flops_by_reg.png
Other sequential cells in the stronger gray, the rest of the logic in the fainter gray.
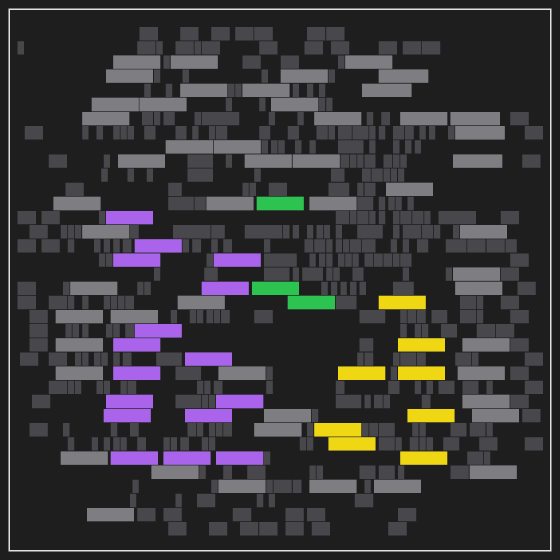
clocks.png
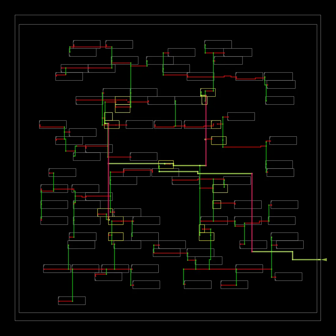
`config.mk`:
```
export PLATFORM = sky130hd
export DESIGN_NAME = z80_bus_master
export DESIGN_NICKNAME = d
export VERILOG_FILES = /design/src/rtl/z80_bus_master.sv
export SDC_FILE = /design/constraint.sdc
export NUM_CORES = 1
export LEC_CHECK = 0
export ABC_AREA = 1
export CORE_UTILIZATION = 33
export CTS_CLUSTER_DIAMETER = 50
export CTS_CLUSTER_SIZE = 24
export DETAILED_ROUTE_END_ITERATION = 10
export GPL_ROUTABILITY_DRIVEN = 0
export REMOVE_ABC_BUFFERS = 1
export SYNTH_ARGS = -nofsm -noshare
export SYNTH_HDL_FRONTEND = slang
export SYNTH_SLANG_ARGS = --single-unit
export TNS_END_PERCENT = 50
```
`constraint.sdc`:
```
create_clock -name clk -period 3.1 [get_ports clk]
set_input_delay 0.93 -clock clk [delete_from_list [all_inputs] [get_ports clk]]
set_output_delay 0.93 -clock clk [all_outputs]
set_load 0.01 [all_outputs]
```
`src/rtl/z80_bus_master.sv`:
```
// Z80 bus master: runs one opcode-fetch, memory or IO bus cycle per command,
// one T-state per clock, and returns a single-clock completion response.
// Optional macro Z80_REFRESH_EN adds the refresh phase (R counter, nRFSH) to fetches.
module z80_bus_master (
  input  logic        clk,
  input  logic        reset,
  input  logic        cmd_valid,
  output logic        cmd_ready,
  input  logic [2:0]  cmd_type,
  input  logic [15:0] cmd_addr,
  input  logic [7:0]  cmd_wdata,
  output logic        rsp_valid,
  output logic [7:0]  rsp_data,
  output logic [15:0] a,
  output logic [7:0]  d_out,
  output logic        d_oe,
  input  logic [7:0]  d_in,
  output logic        n_mreq,
  output logic        n_iorq,
  output logic        n_rd,
  output logic        n_wr,
  output logic        n_m1,
  output logic        n_rfsh,
  input  logic        n_wait
);

  localparam int unsigned AW = 16;
  localparam int unsigned DW = 8;
  localparam int unsigned RW = 7;

  localparam logic [2:0] CT_FETCH = 3'd0;
  localparam logic [2:0] CT_MRD   = 3'd1;
  localparam logic [2:0] CT_MWR   = 3'd2;
  localparam logic [2:0] CT_IORD  = 3'd3;
  localparam logic [2:0] CT_IOWR  = 3'd4;

  // Asserted-strobe bit masks: {mreq, iorq, rd, wr, m1, rfsh, oe}
  localparam logic [6:0] B_MREQ = 7'b1000000;
  localparam logic [6:0] B_IORQ = 7'b0100000;
  localparam logic [6:0] B_RD   = 7'b0010000;
  localparam logic [6:0] B_WR   = 7'b0001000;
  localparam logic [6:0] B_M1   = 7'b0000100;
  localparam logic [6:0] B_RFSH = 7'b0000010;
  localparam logic [6:0] B_OE   = 7'b0000001;

  typedef enum logic [2:0] {IDLE, T1, T2, TW, T3, T4} state_t;

  state_t          state, state_n;
  logic [2:0]      cyc_type, type_n;
  logic [AW-1:0]   cyc_addr, addr_n;
  logic [DW-1:0]   cyc_wdata, wdata_n, fetch_data;
  logic            accept, is_io, legal_n;
  logic            early, active, mid;
  logic [6:0]      strb_n;
`ifdef Z80_REFRESH_EN
  logic [RW-1:0]   r_cnt;
`endif

  // Next T-state; the auto wait of IO cycles and nWAIT-driven waits share TW
  always_comb begin
    accept  = (state == IDLE) && cmd_valid && cmd_ready;
    type_n  = accept ? cmd_type  : cyc_type;
    addr_n  = accept ? cmd_addr  : cyc_addr;
    wdata_n = accept ? cmd_wdata : cyc_wdata;
    legal_n = (type_n <= CT_IOWR);
    is_io   = (cyc_type == CT_IORD) || (cyc_type == CT_IOWR);
    state_n = state;
    case (state)
      IDLE:    if (accept) state_n = T1;
      T1:      state_n = (cyc_type > CT_IOWR) ? IDLE : T2;
      T2:      state_n = (is_io || !n_wait) ? TW : T3;
      TW:      state_n = n_wait ? T3 : TW;
      T3:      state_n = (cyc_type == CT_FETCH) ? T4 : IDLE;
      T4:      state_n = IDLE;
      default: state_n = IDLE;
    endcase
  end

  // Strobes to present during the upcoming T-state
  always_comb begin
    strb_n = '0;
    early  = (state_n == T1) || (state_n == T2) || (state_n == TW);
    mid    = (state_n == T2) || (state_n == TW) || (state_n == T3);
    active = early || (state_n == T3);
    case (type_n)
      CT_FETCH: begin
        if (early) strb_n = B_MREQ | B_RD | B_M1;
`ifdef Z80_REFRESH_EN
        else if (state_n == T3) strb_n = B_MREQ | B_RFSH;
        else if (state_n == T4) strb_n = B_RFSH;
`endif
      end
      CT_MRD:  if (active) strb_n = B_MREQ | B_RD;
      CT_MWR:  if (active) strb_n = B_MREQ | B_OE | (mid ? B_WR : 7'b0);
      CT_IORD: if (mid) strb_n = B_IORQ | B_RD;
      CT_IOWR: if (active) strb_n = B_OE | (mid ? (B_IORQ | B_WR) : 7'b0);
      default: strb_n = '0;
    endcase
  end

  // State, command latch, registered bus outputs and response
  always_ff @(posedge clk or posedge reset) begin
    if (reset) begin
      state      <= IDLE;
      cyc_type   <= '0;
      cyc_addr   <= '0;
      cyc_wdata  <= '0;
      fetch_data <= '0;
      cmd_ready  <= 1'b0;
      rsp_valid  <= 1'b0;
      rsp_data   <= '0;
      a          <= '0;
      d_out      <= '0;
      d_oe       <= 1'b0;
      n_mreq     <= 1'b1;
      n_iorq     <= 1'b1;
      n_rd       <= 1'b1;
      n_wr       <= 1'b1;
      n_m1       <= 1'b1;
      n_rfsh     <= 1'b1;
`ifdef Z80_REFRESH_EN
      r_cnt      <= '0;
`endif
    end else begin
      state     <= state_n;
      cmd_ready <= (state_n == IDLE);
      rsp_valid <= (state != IDLE) && (state_n == IDLE);
      if (accept) begin
        cyc_type  <= cmd_type;
        cyc_addr  <= cmd_addr;
        cyc_wdata <= cmd_wdata;
      end
      if ((state == T2 || state == TW) && state_n == T3 && cyc_type == CT_FETCH)
        fetch_data <= d_in;
      if (state != IDLE && state_n == IDLE) begin
        case (cyc_type)
          CT_FETCH:         rsp_data <= fetch_data;
          CT_MRD, CT_IORD:  rsp_data <= d_in;
          CT_MWR, CT_IOWR:  rsp_data <= 8'h00;
          default:          rsp_data <= 8'hFF;
        endcase
      end
      {n_mreq, n_iorq, n_rd, n_wr, n_m1, n_rfsh} <= ~strb_n[6:1];
      d_oe <= strb_n[0];
      if (strb_n[0]) d_out <= wdata_n;
`ifdef Z80_REFRESH_EN
      if (type_n == CT_FETCH && (state_n == T3 || state_n == T4))
        a <= {8'h00, 1'b0, r_cnt};
      else
`endif
      if (state_n != IDLE && legal_n) a <= addr_n;
`ifdef Z80_REFRESH_EN
      if (state == T4 && state_n == IDLE) r_cnt <= r_cnt + RW'(1);
`endif
    end
  end

endmodule

```
==> impl_metrics.env <==
# source this file to load flow results
export IMPL_ys_cells=382
export IMPL_hp_class="reg -> reg"
export IMPL_dp_hpwl_mm=5.369
export IMPL_syn_inst=382
export IMPL_use_met2_pct=24.10
export IMPL_grt_pass1_vias=2731
export IMPL_seq_area_mm2=0.001958
export IMPL_post_cts_buffers=0
export IMPL_drv_cap=0
export IMPL_reg2reg_depth=11
export IMPL_r2r_end="a[0]"
export IMPL_fillers=998
export IMPL_core_area_mm2=0.009910
export IMPL_async_flop_share_pct=100.0
export IMPL_hold_path_endpoint="d_out[3]"
export IMPL_dr_pass1_iters=4
export IMPL_initCoreUtil_pct=34.55
export IMPL_io_pins=80
export IMPL_finalHoldViolCount=0
export IMPL_netlist_top_cells_area="dfrtp_1 53%, nand2_1 19%, dfstp_2 3.8%, o21ai_0 2.3%, o21ai_2 2.3%"
export IMPL_cp_end_kind="flop"
export IMPL_mostFrequentLayoutCells="172 x nand2_1, 78 x clkdlybuf4s50_1, 73 x dfrtp_1"
export IMPL_avgSynthCellArea_um2=8.961
export IMPL_top_area_share_pct=53.36
export IMPL_grtUsageMet1_pct=20.69
export IMPL_grt_start_max_net_pins=37
export IMPL_cp_start_kind="primary input"
export IMPL_warning_count=25
export IMPL_p_leak_nw=2.276
export IMPL_synth_area_yosys_mm2=0.003423
export IMPL_status="finished clean"
export IMPL_relSlewSlack_pct=56.51
export IMPL_ys_ff=78
export IMPL_nonClkBufAreaFrac_pct=18.64
export IMPL_area_delta_synth_final_pct=32.53
export IMPL_crit_start="cmd_valid"
## Picture notes: flops_by_reg.png
Yellow marks fetch_data, flops 8. Green marks state, flops 3. Purple marks a, flops 16.
Another 51 sequential cells are not colored.

## Picture notes: clocks.png
total CTS buffers: 9
CLK BUF: 11
Clock Latency Late Sink: 0.34 ns
sequential cells: 78

==> report_power, final <==
part / leakage, nW / internal, mW / total [mW] / switching, mW
sequential: 0.979 / 1.49 / 1.72 / 0.227
clock: 0.0913 / 0.333 / 0.697 / 0.364
combinational: 1.21 / 0.981 / 2.41 / 1.43
==> per-stage QoR <==
| step | power [mW] | cells | hold slack, ns | utilization, % | setup WS [ns] |
|---|---|---|---|---|---|
| 2_1_floorplan | 3.224 | 368 | 0.4448 | - | 0.1832 |
| 3_3_place_gp | 4.131 | 586 | 0.4598 | 43.91 | 0.3673 |
| 3_5_place_dp | 4.180 | 586 | 0.4624 | 43.91 | 0.3196 |
| 4_1_cts | 4.898 | 602 | 0.4817 | 45.78 | 0.6772 |
| 5_1_grt | 5.250 | 602 | 0.4951 | 45.78 | 0.4090 |
| 6_report | 4.831 | 602 | 0.4794 | 45.78 | 0.6623 |
==> critical path, stage by stage <==
cell and delay [ns]:
clkdlybuf4s50_1 0.47, nand2_2 0.10, inv_1 0.14, nand3_2 0.16, nand2_1 0.10, nand2_1 0.11, nand3_1 0.15, inv_2 0.05
o21ai_2 0.34, nand2_1 0.10, nand2_1 0.07
==> routing by layer <==
metal  wire [um]  vias up
li1            -     1387
met1        3721     1252
met2        3534       51
met3         263        8
met4          82        0
met5           0        -
==> state kept, by name (all words and copies together) (netlist names), 3 cells and up <==
register / count
a: 16
d_out: 8
cyc_addr: 16
fetch_data: 8
rsp_data: 8
state: 3
cyc_wdata: 8
cyc_type: 3
==> logic make-up (layout without fill, tap and decap cells) <==
logic type,after synthesis,in the layout,synth area share (%)
AOI/OAI and AO/OA,43,43,8.151
DFF,78,78,57.20
buffers and inverters,36,123,4.971
and+or+nand+nor,224,224,29.57
other,1,1,0.1095
Power figures rest on the tool's default switching activity, not on a simulated workload.
